==> config.mk <==
export PLATFORM = sky130hd
export DESIGN_NAME = hilo_muldiv_unit_flat
export DESIGN_NICKNAME = d
export VERILOG_FILES = /design/src/rtl/hilo_muldiv_unit_if.sv /design/src/rtl/hilo_muldiv_unit.sv /design/src/flat_wrapper.sv
export SDC_FILE = /design/constraint.sdc
export NUM_CORES = 1
export LEC_CHECK = 0
export CORE_MARGIN = 4
export CORE_UTILIZATION = 35
export CTS_CLUSTER_DIAMETER = 40
export DETAILED_ROUTE_END_ITERATION = 12
export PLACE_DENSITY_LB_ADDON = 0.2
export SLEW_MARGIN = 20
export SYNTH_ARGS = -nofsm -noshare
export SYNTH_HDL_FRONTEND = slang
export SYNTH_SLANG_ARGS = --single-unit
==> constraint.sdc <==
create_clock -name clk -period 5.38 [get_ports clk]
set_input_delay 1.076 -clock clk [delete_from_list [all_inputs] [get_ports clk]]
set_output_delay 1.076 -clock clk [all_outputs]
set_load 0.05 [all_outputs]
==> src/rtl/hilo_muldiv_unit_if.sv <==
// Bus between the execute stage and the HI/LO multiply/divide unit.
// The stage drives instruction/operand signals; the unit returns HI/LO and stall control.
interface hilo_muldiv_unit_if #(
  parameter int WIDTH = 32
);
  logic             start;
  logic [1:0]       op;
  logic [WIDTH-1:0] rs_data;
  logic [WIDTH-1:0] rt_data;
  logic             mthi;
  logic             mtlo;
  logic             hilo_rd;
  logic [WIDTH-1:0] hi;
  logic [WIDTH-1:0] lo;
  logic             busy;
  logic             pc_en;

  modport master (
    output start, op, rs_data, rt_data, mthi, mtlo, hilo_rd,
    input  hi, lo, busy, pc_en
  );

  modport slave (
    input  start, op, rs_data, rt_data, mthi, mtlo, hilo_rd,
    output hi, lo, busy, pc_en
  );
endinterface

==> src/rtl/hilo_muldiv_unit.sv <==
// Iterative MULT/MULTU/DIV/DIVU unit with HI/LO registers: one shift-add or
// restoring-subtract step per cycle on unsigned magnitudes, sign fix-up at the end.
module hilo_muldiv_unit #(
  parameter int WIDTH = 32
) (
  input logic              clk,
  input logic              reset,
  hilo_muldiv_unit_if.slave bus
);

  typedef enum logic [1:0] {
    S_IDLE = 2'd0,
    S_RUN  = 2'd1,
    S_FIX  = 2'd2
  } state_t;

  localparam logic [5:0] CNT_LAST = 6'(WIDTH - 1);

  state_t             state_q;
  logic [5:0]         cnt_q;
  logic               busy_q;
  logic               div_q;
  logic               neg_q;
  logic               rem_neg_q;
  logic               dz_q;
  logic [WIDTH-1:0]   opb_q;
  logic [2*WIDTH-1:0] prod_q;
  logic [WIDTH-1:0]   hi_q;
  logic [WIDTH-1:0]   lo_q;

  logic               signed_op;
  logic               rs_neg;
  logic               rt_neg;
  logic [WIDTH-1:0]   rs_mag;
  logic [WIDTH-1:0]   rt_mag;
  logic [WIDTH:0]     mul_sum;
  logic [WIDTH+1:0]   div_diff;
  logic [2*WIDTH-1:0] prod_d;
  logic [2*WIDTH-1:0] prod_neg;
  logic [WIDTH-1:0]   quo;
  logic [WIDTH-1:0]   rem;
  logic [WIDTH-1:0]   hi_d;
  logic [WIDTH-1:0]   lo_d;

  // op[0] set means unsigned; op[1] set means divide.
  always_comb begin
    signed_op = ~bus.op[0];
    rs_neg    = signed_op & bus.rs_data[WIDTH-1];
    rt_neg    = signed_op & bus.rt_data[WIDTH-1];
    rs_mag    = rs_neg ? (~bus.rs_data + 1'b1) : bus.rs_data;
    rt_mag    = rt_neg ? (~bus.rt_data + 1'b1) : bus.rt_data;
  end

  // prod_q holds {partial, multiplier} for multiply and {remainder, dividend} for divide.
  always_comb begin
    mul_sum  = {1'b0, prod_q[2*WIDTH-1:WIDTH]} + {1'b0, (prod_q[0] ? opb_q : {WIDTH{1'b0}})};
    div_diff = {1'b0, prod_q[2*WIDTH-1:WIDTH-1]} - {2'b00, opb_q};
    prod_d   = {mul_sum, prod_q[WIDTH-1:1]};
    if (div_q) begin
      if (!div_diff[WIDTH+1]) begin
        prod_d = {div_diff[WIDTH-1:0], prod_q[WIDTH-2:0], 1'b1};
      end else begin
        prod_d = {prod_q[2*WIDTH-2:0], 1'b0};
      end
    end
  end

  // A zero divisor yields an all-ones quotient and the dividend as remainder;
  // only the quotient sign correction must be suppressed for DIV.
  always_comb begin
    prod_neg = ~prod_q + 1'b1;
    quo      = prod_q[WIDTH-1:0];
    rem      = prod_q[2*WIDTH-1:WIDTH];
    hi_d     = neg_q ? prod_neg[2*WIDTH-1:WIDTH] : rem;
    lo_d     = neg_q ? prod_neg[WIDTH-1:0] : quo;
    if (div_q) begin
      hi_d = rem_neg_q ? (~rem + 1'b1) : rem;
      if (dz_q) begin
        lo_d = {WIDTH{1'b1}};
      end else begin
        lo_d = neg_q ? (~quo + 1'b1) : quo;
      end
    end
  end

  always_ff @(posedge clk) begin
    if (reset) begin
      state_q   <= S_IDLE;
      cnt_q     <= '0;
      busy_q    <= 1'b0;
      div_q     <= 1'b0;
      neg_q     <= 1'b0;
      rem_neg_q <= 1'b0;
      dz_q      <= 1'b0;
      opb_q     <= '0;
      prod_q    <= '0;
      hi_q      <= '0;
      lo_q      <= '0;
    end else begin
      case (state_q)
        S_IDLE: begin
          if (bus.start) begin
            state_q   <= S_RUN;
            busy_q    <= 1'b1;
            cnt_q     <= '0;
            div_q     <= bus.op[1];
            neg_q     <= rs_neg ^ rt_neg;
            rem_neg_q <= rs_neg;
            dz_q      <= (bus.rt_data == '0);
            opb_q     <= rt_mag;
            prod_q    <= {{WIDTH{1'b0}}, rs_mag};
          end else begin
            if (bus.mthi) hi_q <= bus.rs_data;
            if (bus.mtlo) lo_q <= bus.rs_data;
          end
        end
        S_RUN: begin
          prod_q <= prod_d;
          cnt_q  <= cnt_q + 6'd1;
          if (cnt_q == CNT_LAST) state_q <= S_FIX;
        end
        S_FIX: begin
          hi_q    <= hi_d;
          lo_q    <= lo_d;
          busy_q  <= 1'b0;
          state_q <= S_IDLE;
        end
        default: begin
          state_q <= S_IDLE;
          busy_q  <= 1'b0;
        end
      endcase
    end
  end

  assign bus.hi    = hi_q;
  assign bus.lo    = lo_q;
  assign bus.busy  = busy_q;
  assign bus.pc_en = ~(busy_q & (bus.start | bus.mthi | bus.mtlo | bus.hilo_rd));

endmodule

==> src/flat_wrapper.sv <==
// flat-port wrapper written by rule: the top's interface ports become plain ports
module hilo_muldiv_unit_flat 
#(
  parameter int WIDTH = 32
)
  (clk, reset, bus_start, bus_op, bus_rs_data, bus_rt_data, bus_mthi, bus_mtlo, bus_hilo_rd, bus_hi, bus_lo, bus_busy, bus_pc_en);
  hilo_muldiv_unit_if #(.WIDTH(WIDTH)) bus_i ();
  input logic clk;
  input logic reset;
  input wire logic [$bits(bus_i.start)-1:0] bus_start;
  input wire logic [$bits(bus_i.op)-1:0] bus_op;
  input wire logic [$bits(bus_i.rs_data)-1:0] bus_rs_data;
  input wire logic [$bits(bus_i.rt_data)-1:0] bus_rt_data;
  input wire logic [$bits(bus_i.mthi)-1:0] bus_mthi;
  input wire logic [$bits(bus_i.mtlo)-1:0] bus_mtlo;
  input wire logic [$bits(bus_i.hilo_rd)-1:0] bus_hilo_rd;
  output wire logic [$bits(bus_i.hi)-1:0] bus_hi;
  output wire logic [$bits(bus_i.lo)-1:0] bus_lo;
  output wire logic [$bits(bus_i.busy)-1:0] bus_busy;
  output wire logic [$bits(bus_i.pc_en)-1:0] bus_pc_en;
  assign bus_i.start = bus_start;
  assign bus_i.op = bus_op;
  assign bus_i.rs_data = bus_rs_data;
  assign bus_i.rt_data = bus_rt_data;
  assign bus_i.mthi = bus_mthi;
  assign bus_i.mtlo = bus_mtlo;
  assign bus_i.hilo_rd = bus_hilo_rd;
  assign bus_hi = bus_i.hi;
  assign bus_lo = bus_i.lo;
  assign bus_busy = bus_i.busy;
  assign bus_pc_en = bus_i.pc_en;
  hilo_muldiv_unit #(.WIDTH(WIDTH)) u_core (.clk(clk), .reset(reset), .bus(bus_i));
endmodule
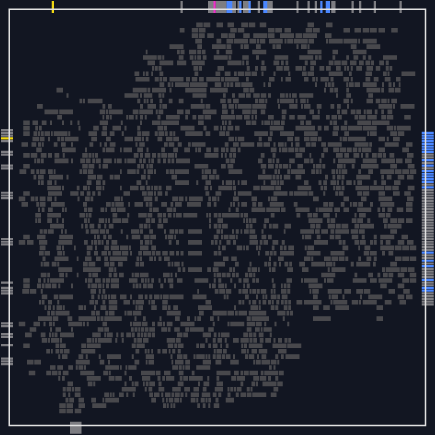
**Above:** I/O pins on the die edge.
Drawn at 2 px/um. Pins as bars across the die edge, other pins in gray.
| color | port | pins | direction | edge |
|---|---|---|---|---|
| blue | bus_rs_data | 32 | input | 22 east, 10 north |
| magenta | bus_start | 1 | input | north |
| yellow | bus_op | 2 | input | 1 west, 1 north |
chip height: 207.3 um
Die Wd: 207.3 um
Port Buffers: 137

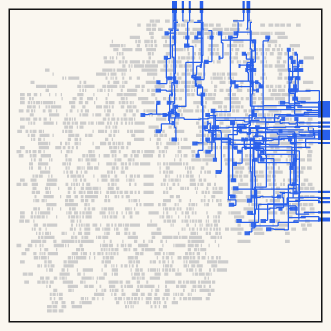
**Above:** nets reached from selected ports.
Drawn at 1.5 px/um.
| color | port | bits | direction | edge | end cells | buffers | wire |
|---|---|---|---|---|---|---|---|
| blue | bus_rs_data | 32 | input | 22 east, 10 north | 136 | 32 | 3,710 um |
num ports: 138

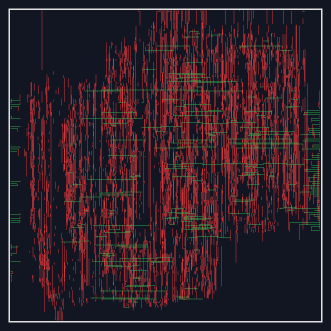
**Above:** routed metal, one color a layer.
Drawn at 1.5 px/um. Only two layers are drawn.
| color | layer | wire length |
|---|---|---|
| green | metal 3 | 2,740 um |
| red | metal 2 | 23.0 mm |
Routed WL: 50,260 um
per-cell routed wire length: 20.64 um
via count: 14,330
Overall Global Routing Usage: 0.2255

==> summary.txt <==
Dominant kind of cell -> multi-input combinational cells
Rel. slew slack -> 0.3005
Setup TNS -> 0 ns
Status -> completed
DR vias/cell -> 5.885
ANT nets after route -> 0
Multi-In Gates -> 1,492
Switching share of power -> 0.3592
Crit start category -> flip-flop
Psw -> 1.369 mW
Cells after synthesis -> 1,851
Hold_buf cts -> 0
# diodes -> 0
Crit. End Element -> flip-flop
Non-clock inverters -> 63
Area post-placement -> 0.01565 mm2
Root buffer cell -> clkbuf_16
Register Area -> 0.003465 mm2
CTS tree -> done
Top Layer Used -> met4
Tot Pwr -> 3.812 mW
NonClk Buf Share -> 0.09412
And+or+nand+nor area frac -> 0.1980
Synth Area per Inst -> 7.513 um2
Logic share of the area -> 0.6028
Worst EP arrival -> 4.29 ns
Async S/R FF share, synth -> 0
Most frequent cells in the layout -> nor2_1, dfxtp_1, a21oi_1
Maximum root-to-sink buffer count -> 2
Global routing's busiest layer -> met2
Fin util -> 0.4158
Power figures rest on the tool's default switching activity, not on a simulated workload.
